==> config.mk <==
export PLATFORM = sky130hd
export DESIGN_NAME = alarm_sequencer_flat
export DESIGN_NICKNAME = d
export VERILOG_FILES = /design/src/rtl/alarm_sequencer_if.sv /design/src/rtl/alarm_sequencer.sv /design/src/flat_wrapper.sv
export SDC_FILE = /design/constraint.sdc
export NUM_CORES = 1
export LEC_CHECK = 0
export CAP_MARGIN = 20
export CORE_ASPECT_RATIO = 0.8
export CORE_MARGIN = 2
export CORE_UTILIZATION = 52
export CTS_CLUSTER_DIAMETER = 200
export DETAILED_ROUTE_END_ITERATION = 6
export MAX_ROUTING_LAYER = met4
export PLACE_DENSITY_LB_ADDON = 0.3
export SETUP_SLACK_MARGIN = 0.15
export SLEW_MARGIN = 20
export SYNTH_ARGS = -nofsm -noshare
export SYNTH_HDL_FRONTEND = slang
export SYNTH_SLANG_ARGS = --single-unit
==> constraint.sdc <==
create_clock -name clk -period 2 [get_ports clk]
set_input_delay 0.2 -clock clk [delete_from_list [all_inputs] [get_ports clk]]
set_output_delay 0.2 -clock clk [all_outputs]
set_load 0.005 [all_outputs]
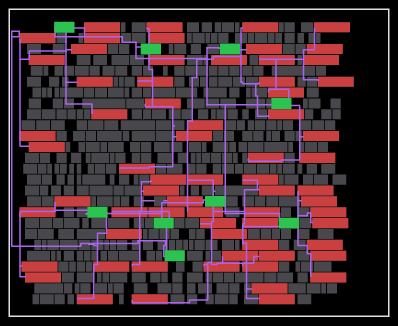
(run_1/clk_routes.png)
Scale: 4 px per um.
[clock drivers] green | count: 9
[flip-flops] red | count: 67
[clock wires] purple | length: 897 um
routed clock nets: 10
Max Clock Skew: 0.00896 ns
Clock Power: 1.41 mW

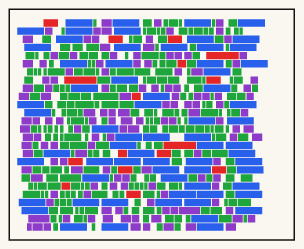
(run_1/placement_by_type.png)
Scale: 3 px per um.
| class | color | cells | share of their area |
|---|---|---|---|
| sequential cells | blue | 67 | 34% |
| combinational and other logic | green | 255 | 38% |
| remaining buffers and delay cells | purple | 139 | 24% |
| clock drivers and dummy loads | red | 16 | 5.0% |
Placeable Area: 0.00638 mm^2
fraction of area in registers: 33.0%
Row Count: 26

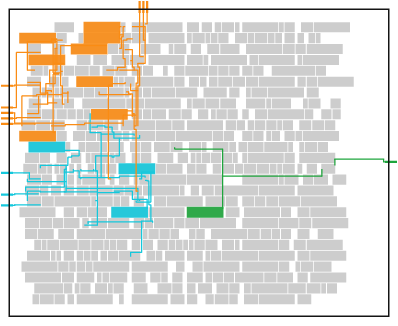
(run_1/io_fan.png)
Scale: 4 px per um.
| port | color | bits | direction | edge | end cells | buffers | wire |
|---|---|---|---|---|---|---|---|
| bus_buzzer_out | green | 1 | output | east | 1 | 1 | 69.1 um |
| bus_time_left | orange | 8 | output | 5 west, 3 north | 8 | 16 | 415 um |
| bus_state | cyan | 3 | output | west | 3 | 5 | 295 um |
IO Count: 28
number of buffers inserted by port buffering: 27

==> job_summary.md <==
### Yosys + OpenROAD results

| Metric | Value |
|---|---|
| Fill cells | 363 |
| Largest register FFs | 26 |
| Internal power contribution | 2.95 mW |
| Number of cells produced by synthesis | 332 |
| Worst setup slack for register-to-register paths | -0.47 ns |
| Endpoints failing hold | 0 |
| Root buffer selected by CTS | clkbuf_8 |
| Log Warnings | 33 |
| Seq pwr share | 36.1% |
| Setup repair after global routing missed its margin | yes |
| Clock net sink count | 67 |
| Post-synth ARST share | 100% |
| Gr usage total | 27.3% |
| Layout cell share with drive strength beyond 1 | 36.1% |
| Logic depth of the worst register-to-register path | 9 |
| Power density over cell area | 827 mW/mm^2 |
| Synth Cell Area | 0.00341 mm^2 |
| CTS tree | done |
| Post-synth top flop | dfrtp_1 |
| Number of levels in the clock H-tree | 3 |
| Most frequent cells in the layout | buf_4, dfrtp_1, nor2_1 |
| Global-route wire length before repair | 14900 um |
| Number of buffers created by CTS | 9 |
| Width of the chip | 94.5 um |
| Maximum vdd drop | 0.604 mV |
| Detailed-route DRC error count | 0 |
| Clk network pwr share | 33.5% |
| DIE HEIGHT | 76.4 um |
| Global placement routability congestion | 0.911 |
| Clock-pin slew reported for the worst setup and hold paths after clock tree synthesis | 0.07 ns |
| Yosys stat chip area | 0.00341 mm^2 |
| Final net count | 491 |
| Pin count of the biggest net entering global routing | 68 |
| Required time worst endpoint | 2.27 ns |
| Violation tally from detailed-route iteration zero | 286 |
| Number of distinct library cells after synthesis | 52 |
| Yosys warning tally | 0 |
| Max Root-Sink Buffers | 2 |
| Worst-Margin Slew | 0.590 ns |
| Portion of the clock cycle consumed by the worst path in the final layout | 124% |
| Outcome | finished with violations |
| Antenna violations before repair | 0 |
| Residual overflow from global routing | 0 |
| Vias in the first global route | 3228 |
| Clock Latency Late Sink | 0.35 ns |
| Final setup viols | 19 |
| Path category of the worst min-delay check | in2async |
| Number of cell instances after yosys synthesis | 332 |
| Remaining antenna violation count | 0 |
| Number of optimization iterations in the first detailed-route pass | 6 |
| Final total negative setup slack | -4.67 ns |
| Most frequent logic cell in the layout | buf_4 |
| Total nets after synthesis | 351 |
| Average vias per placed instance | 5.93 |
| Startpoint-to-endpoint class of the critical path | reg2reg |
| Drt wl/cell | 18.0 um |
| Crit path arrival time | 2.75 ns |
| MaxCap Viol Count | 0 |
| Die area | 0.00722 mm^2 |
| Final core utilization | 79.7% |
| Critical-path maximum fanout | 4 |
| Max-slew headroom | 60.6% |
| Element type at the critical path start | register |
| Syn Area/Cell | 10.3 um^2 |
| DR vias | 3326 |
| Maximum frequency from static timing analysis | 404 MHz |
| Shortest period the worst path allows | 2.47 ns |
| Ys flops | 67 |
| Sequential element share of the synthesized area | 49.2% |
| Min setup slack post-route | -0.474 ns |
| Floorplan-stage core utilization | 53.4% |
| Failing checks | setup timing |
| Fraction of power consumed by combinational cells | 30.4% |
| CP Capture Type | register |
| Worst slack on hold paths | 0.379 ns |
| Leakage Power | 2.35 nW |
| Pins over their slew limit | 0 |
| Share of total power consumed by net switching | 29.9% |
| Synth-to-layout area growth | 49.2% |
| Total wirelength of the detailed-routed design | 10100 um |
| Switching pwr | 1.26 mW |
| HPWL after detailed placement | 5600 um |
| Diodes inserted | 0 |
| Post-synth EDFFs | 0 |
==> run 1: repair_timing <==
| action | in CTS | in global routing |
|---|---|---|
| pin swaps | 17 | 18 |
| setup endpoints to repair | 36 | 43 |
| resized | 34 | 22 |
| hold buffers | 1 | 0 |
| setup buffers | 10 | 6 |
| endpoints found under the hold margin | 67 | 0 |
==> run 1: layer usage <==
| metal | global-route usage (%) | part of all wire [%] | wire [um] | vias to the layer above |
|---|---|---|---|---|
| met5 | - | 0 | 0 | - |
| met4 | 8.84 | 3.8 | 388 | 0 |
| met3 | 7.22 | 6.5 | 657 | 49 |
| met2 | 42.6 | 49 | 4940 | 176 |
| met1 | 34.9 | 41 | 4130 | 1617 |
| li1 | - | - | - | 1484 |
==> run 1: Yosys cell counts (3+ instances only) <==
library cell,n,share of area [%]
or3_1,5,0.92
mux2i_1,5,1.5
xor2_1,16,4.1
nand2_1,27,3.0
o21ai_0,22,3.2
o31ai_1,4,0.88
inv_1,9,0.99
nand2b_1,6,1.1
nand3b_1,5,1.1
buf_2,3,0.44
nand4_1,9,1.7
xnor2_1,13,3.3
nor4_1,3,0.55
dfrtp_1,67,49
a21oi_1,9,1.3
a22o_1,14,3.6
clkbuf_1,5,0.55
nor2_1,29,3.2
nand3_1,15,2.2
nor3_1,7,1.0
ha_1,8,2.9
and4_1,4,1.0
and3_1,11,2.0
==> run 1: critical path: stages (launching register included) <==
cell and delay (ns):
dfrtp_1 0.38, ha_2 0.22, nand3_2 0.10, or4b_4 0.54, buf_6 0.14, nor2b_4 0.15
a41oi_2 0.16, a311oi_2 0.38, nand3b_1 0.14, mux2i_1 0.17
==> run 1: area by class of cell <==
cell class	count	area [um^2]	area share [%]
Sequential cell	67	1680	33.0
Clock inverter	7	125	2.46
Multi-Input combinational cell	246	1840	36.3
Timing Repair Buffer	139	1170	23.1
Tap cell	84	105	2.07
Inverter	9	33.8	0.665
Clock buffer	9	124	2.44
==> run 1: cell families after synthesis <==
logic type                 share of synthesized area, %
and+or+nand+nor                                    23.0
DFF                                                49.2
AOI/OAI and AO/OA                                  12.7
xor gates and xnor gates                           7.45
buffers and inverters                              2.64
adders and majority gates                          2.94
muxes                                              2.13
==> run 1: power by group through the flow <==
stage	clock (mW)	combinational (mW)	sequential (mW)
floorplan	0	0.440	1.58
global placement	0	0.998	1.53
detailed placement	0	1.02	1.53
CTS	1.42	1.17	1.51
global route	1.48	1.38	1.53
finish	1.41	1.28	1.52
==> run 1: per-stage QoR <==
| stage | cell area (um^2) | instances | setup slack, ns | power [mW] |
|---|---|---|---|---|
| final | 5080 | 561 | -0.474 | 4.21 |
| after global routing | 5080 | 561 | -0.546 | 4.38 |
| after CTS | 4950 | 555 | -0.253 | 4.11 |
| after detailed placement | 4480 | 528 | -0.292 | 2.55 |
| after global placement | 4480 | 528 | -0.250 | 2.53 |
| after floorplan | 3430 | 332 | -0.173 | 2.02 |
Power and IR drop assume default switching activity.
